===== config.mk =====
export PLATFORM = sky130hd
export DESIGN_NAME = variable_delayer
export DESIGN_NICKNAME = d
export VERILOG_FILES = /design/src/rtl/variable_delayer.sv
export SDC_FILE = /design/constraint.sdc
export NUM_CORES = 1
export LEC_CHECK = 0
export ABC_CLOCK_PERIOD_IN_PS = 2950
export CORE_ASPECT_RATIO = 0.8
export CORE_MARGIN = 4
export CORE_UTILIZATION = 40
export CTS_BUF_LIST = sky130_fd_sc_hd__clkbuf_4
export CTS_CLUSTER_DIAMETER = 30
export DETAILED_ROUTE_END_ITERATION = 12
export PLACE_DENSITY_LB_ADDON = 0.15
export SLEW_MARGIN = 15
export SYNTH_ARGS = -nofsm -noshare
export SYNTH_HDL_FRONTEND = slang
export SYNTH_SLANG_ARGS = --single-unit

===== constraint.sdc =====
create_clock -name clk -period 2.95 [get_ports clk]
set_input_delay 0.7375 -clock clk [delete_from_list [all_inputs] [get_ports clk]]
set_output_delay 0.7375 -clock clk [all_outputs]
set_load 0.01 [all_outputs]

===== src/rtl/variable_delayer.sv =====
// Programmable-depth sample delay line: circular buffer plus registered output,
// with a FILL/RUN controller that blanks the output until the new delay is primed.
module variable_delayer #(
    parameter  int WIDTH         = 8,
    parameter  int CHANNELS      = 1,
    parameter  int MAX_CYCLES    = 16,
    parameter  int DEFAULT_DELAY = 1,
    localparam int DW            = $clog2(MAX_CYCLES + 1)
) (
    input  logic                      clk,
    input  logic                      rst_n,
    input  logic [CHANNELS*WIDTH-1:0] in,
    input  logic                      in_valid,
    input  logic [DW-1:0]             delay_i,
    input  logic                      delay_load,
    output logic [CHANNELS*WIDTH-1:0] out,
    output logic                      out_valid,
    output logic [DW-1:0]             delay_q,
    output logic                      filling,
    output logic                      clamped
);

    localparam int DATA_W  = CHANNELS * WIDTH;
    localparam int ENTRY_W = DATA_W + 1;
    localparam int PW      = $clog2(MAX_CYCLES);
    localparam int SW      = DW + 1;

    typedef enum logic {S_FILL, S_RUN} state_t;

    state_t               r_state, w_state_next;
    logic [DW-1:0]        r_cnt, w_cnt_next;
    logic [DW-1:0]        r_delay_q, w_delay_next, w_new_d;
    logic                 r_init, r_clamped, w_clamp, w_load, w_emit;
    logic [PW-1:0]        r_wr_ptr, w_rd_idx;
    logic [SW-1:0]        w_rd_sum;
    logic [ENTRY_W-1:0]   r_mem [MAX_CYCLES];
    logic [ENTRY_W-1:0]   w_rd_entry, w_src_entry, w_out_next, r_out;

    // Clamp the requested delay into 1..MAX_CYCLES.
    always_comb begin
        w_clamp = 1'b0;
        w_new_d = DW'(DEFAULT_DELAY);
        if (delay_load) begin
            if (delay_i == '0) begin
                w_new_d = DW'(1);
                w_clamp = 1'b1;
            end else if (delay_i > DW'(MAX_CYCLES)) begin
                w_new_d = DW'(MAX_CYCLES);
                w_clamp = 1'b1;
            end else begin
                w_new_d = delay_i;
            end
        end
    end

    // The first edge after reset behaves like a load of DEFAULT_DELAY.
    assign w_load = delay_load | r_init;

    // Entry written D-1 edges ago: wr_ptr - (D-1) mod MAX_CYCLES, kept in range.
    assign w_rd_sum   = SW'(r_wr_ptr) + SW'(MAX_CYCLES + 1) - SW'(r_delay_q);
    assign w_rd_idx   = (w_rd_sum >= SW'(MAX_CYCLES)) ? PW'(w_rd_sum - SW'(MAX_CYCLES))
                                                      : PW'(w_rd_sum);
    assign w_rd_entry = r_mem[w_rd_idx];

    // NOTE: storage has no reset; FILL blanking guarantees stale entries never reach out.
    always_ff @(posedge clk) begin
        r_mem[r_wr_ptr] <= {in_valid, in};
    end

    // NOTE: all state uses non-blocking assignments so every register sees pre-edge values.
    always_ff @(posedge clk or negedge rst_n) begin
        if (!rst_n) begin
            r_state   <= S_FILL;
            r_cnt     <= '0;
            r_delay_q <= DW'(DEFAULT_DELAY);
            r_init    <= 1'b1;
            r_wr_ptr  <= '0;
            r_out     <= '0;
            r_clamped <= 1'b0;
        end else begin
            r_state   <= w_state_next;
            r_cnt     <= w_cnt_next;
            r_delay_q <= w_delay_next;
            r_init    <= 1'b0;
            r_wr_ptr  <= (r_wr_ptr == PW'(MAX_CYCLES - 1)) ? '0 : r_wr_ptr + PW'(1);
            r_out     <= w_out_next;
            r_clamped <= w_clamp;
        end
    end

    // Next state: a load arms the counter with D-2 blank edges after the load edge.
    always_comb begin
        w_state_next = r_state;
        w_cnt_next   = r_cnt;
        w_delay_next = r_delay_q;
        if (w_load) begin
            w_delay_next = w_new_d;
            if (w_new_d == DW'(1)) begin
                w_state_next = S_RUN;
                w_cnt_next   = '0;
            end else begin
                w_state_next = S_FILL;
                w_cnt_next   = w_new_d - DW'(2);
            end
        end else if (r_state == S_FILL) begin
            if (r_cnt == '0) begin
                w_state_next = S_RUN;
            end else begin
                w_cnt_next = r_cnt - DW'(1);
            end
        end
    end

    // Output path: D=1 bypasses the buffer; blanked edges load zeros.
    always_comb begin
        w_src_entry = w_rd_entry;
        w_out_next  = '0;
        if (w_load) begin
            w_emit      = (w_new_d == DW'(1));
            w_src_entry = {in_valid, in};
        end else begin
            w_emit = (r_state == S_RUN) || (r_cnt == '0);
            if (r_delay_q == DW'(1)) begin
                w_src_entry = {in_valid, in};
            end
        end
        if (w_emit) begin
            w_out_next = w_src_entry;
        end
    end

    assign out       = r_out[DATA_W-1:0];
    assign out_valid = r_out[DATA_W];
    assign delay_q   = r_delay_q;
    assign filling   = (r_state == S_FILL);
    assign clamped   = r_clamped;

endmodule


gate_families.png
The bar under the picture is 50 um long.
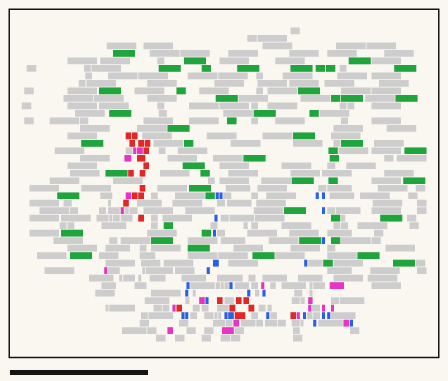
- NAND gates: blue (cells 27; most used nand2_1; where bottom middle)
- multiplexers: green (cells 54; most used mux4_2)
- AND and OR gates: red (cells 23; most used and2_1)
- NOR gates: magenta (cells 19; most used nor2_1)
final std cells w/o fill: 658
most numerous logic cell after layout: edfxtp_1
Comb area share: 23.3%

final_placement.png
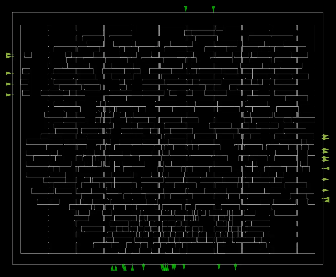
FILL cells: 1425
sequential cell area share: 62.6%

==> results.yml <==
# generated from flow reports
yosys:
  syn_area_per_cell_um2: 19.0
  synth_cell_types: 48
  yosysCellCount: 366
  netlist_area_um2: 6950
  synth-edff-count: 144
  synthArstFlopShare_pct: 15.3
  flop_cell: "edfxtp_1"
  yosys_area_um2: 6950
  syn_nets: 396
  top_area_share_pct: 62.2
  yosysSeqAreaShare_pct: 71.6
  ys_ff: 170
sta:
  slew-limit-headroom_pct: 54.1
  worst_slack_ns: 0.298
setup_path:
  worstPathRequired_ns: 3.40
  worst_setup_path_end_kind: "flop"
  crit_chain: "clkdlybuf4s50_1 -> or3_4 -> or2_2 -> ha_1 -> nand2b_1 -> a221oi_2 -> o2bb2ai_2 -> nand2_1 -> o221ai_1"
finish:
  final_area_um2: 7950
  drive_above_1_share_pct: 24.2
  area_growth_pct: 14.4
  diodes: 0
clocking:
  clk_latency_ns: 0.54
  cts_max_path_buffers: 2
  cts_tree: "yes"
  clk_transition_reported_paths_ns: 0.14
grt:
  grt_max_degree: 37
  grt_use_met1_pct: 23.4
  grtUsageTotal_pct: 15.0
power:
  p_seq_share_pct: 58.6
  power_switching_mw: 1.12
  ir_drop_mv: 0.387
  leakage_nw: 2.77
status:
  run_status: "finished clean"
floorplan:
  chipArea_um2: 19600
  die_height_um: 126
  fp-utilization_pct: 41.3
job:
  maxCapViolations: 0
place:
  hpwl_um: 9140
zoom.png
The bar under the picture is 10 um long. Window x 65 to 90, y 25 to 50 um. Cells in gray, sequential cells in the stronger gray; small squares are vias.
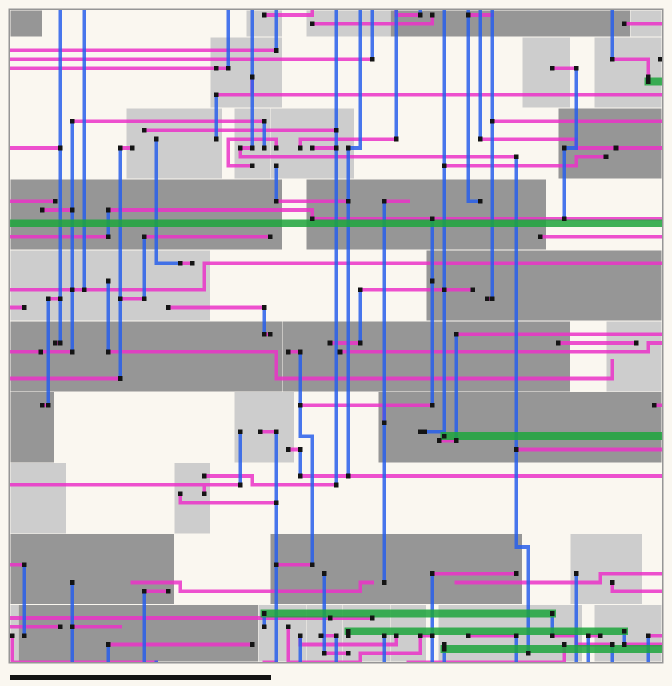
- met1: magenta
- met3: green
- met2: blue
- netlist names of flops here include: r_mem (5), delay_q (3)
- most frequent: edfxtp_1 (5)
- sequential cells in the window: 9
- cells with their middle in the window: 25

[cells in the mapped netlist, drive strengths merged (2+ instances only)]
| cell type | n |
|---|---|
| nor3b | 2 |
| a21oi | 4 |
| o21a | 2 |
| nand2 | 25 |
| xor2 | 2 |
| nor2b | 5 |
| mux4 | 36 |
| o22ai | 2 |
| and2 | 14 |
| mux2i | 18 |
| dfrtp | 24 |
| nand2b | 2 |
| and3 | 5 |
| ha | 12 |
| o221ai | 9 |
| or2 | 2 |
| inv | 12 |
| o21ai | 4 |
| dfstp | 2 |
| xnor2 | 4 |
| clkbuf | 6 |
| edfxtp | 144 |
| nor2 | 9 |
| buf | 7 |
[worst register-to-register path: cells and delay by family (launching register included)]
kind / cells / cell delay [ns]
flip-flops: 1 / 0.41
XOR/XNOR: 2 / 0.40
multiplexers: 1 / 0.33
adder cells (fa/ha/maj): 3 / 0.77
buffers and inverters: 4 / 0.37
AND-OR/OR-AND: 1 / 0.18
[layer usage]
layer,wire [um],vias to the layer above,share of wire (%)
li1,-,1565,-
met1,7290,1773,51
met2,6190,73,43
met3,667,9,4.7
met4,107,0,0.75
met5,0,-,0
[state kept, by name, summed over array words and instances, names as in the netlist]
signal    count
r_cnt         5
r_init        1
r_state       1
r_mem       144
delay_q       5
r_out         9
r_wr_ptr      4
clamped       1
[final cells by class]
class	count	area (um2)	area share, %
sequential	170	4980	62.6
multi-input combinational	171	1850	23.3
timing repair buffer	53	515	6.48
tap	220	275	3.46
clock buffer	19	143	1.79
clock inverter	13	143	1.79
inverter	12	45.0	0.566
[repair_timing]
item / in CTS / in global routing
setup endpoints to repair: 9 / 0
endpoints found under the hold margin: 0 / 0
buffers inserted: 3 / 0
[power groups by stage]
stage | clock network [mW] | registers, mW | logic (mW)
after floorplan | 0 | 2.73 | 0.328
after global placement | 0 | 2.73 | 0.545
after detailed placement | 0 | 2.73 | 0.552
after CTS | 1.37 | 2.68 | 0.568
after global routing | 1.46 | 2.68 | 0.606
final | 1.33 | 2.68 | 0.556
[logic make-up (layout without fill, tap and decap cells)]
family,Yosys count,after routing,synth area share [%]
AOI/OAI and AO/OA,28,28,3.31
xor gates and xnor gates,6,6,1.24
DFF,170,170,71.6
buffers and inverters,25,97,1.78
adders and majority gates,13,13,2.45
muxes,54,54,14.3
other,1,1,0.0539
and+or+nand+nor,69,69,5.31
[per-stage QoR]
step           total power [mW]  hold slack (ns)
2_1_floorplan              3.06            0.442
3_3_place_gp               3.27            0.507
3_5_place_dp               3.28            0.516
4_1_cts                    4.62            0.513
5_1_grt                    4.75            0.541
6_report                   4.57            0.542
[worst paths after layout]
path	depth (start not counted)	slack (ns)	endpoint	from
hold reg to reg	2	0.54	delay_q[4]	delay_q[4]
hold / removal	2	0.54	delay_q[4]	delay_q[4]
setup reg to reg	11	0.37	r_out[3]	r_wr_ptr[1]
min in group asynchronous	2	0.56	clamped	rst_n
setup / recovery	9	0.30	r_out[5]	delay_i[2]
max in group asynchronous	2	2.08	delay_q[0]	rst_n
Power is estimated from default activity; no workload was simulated.
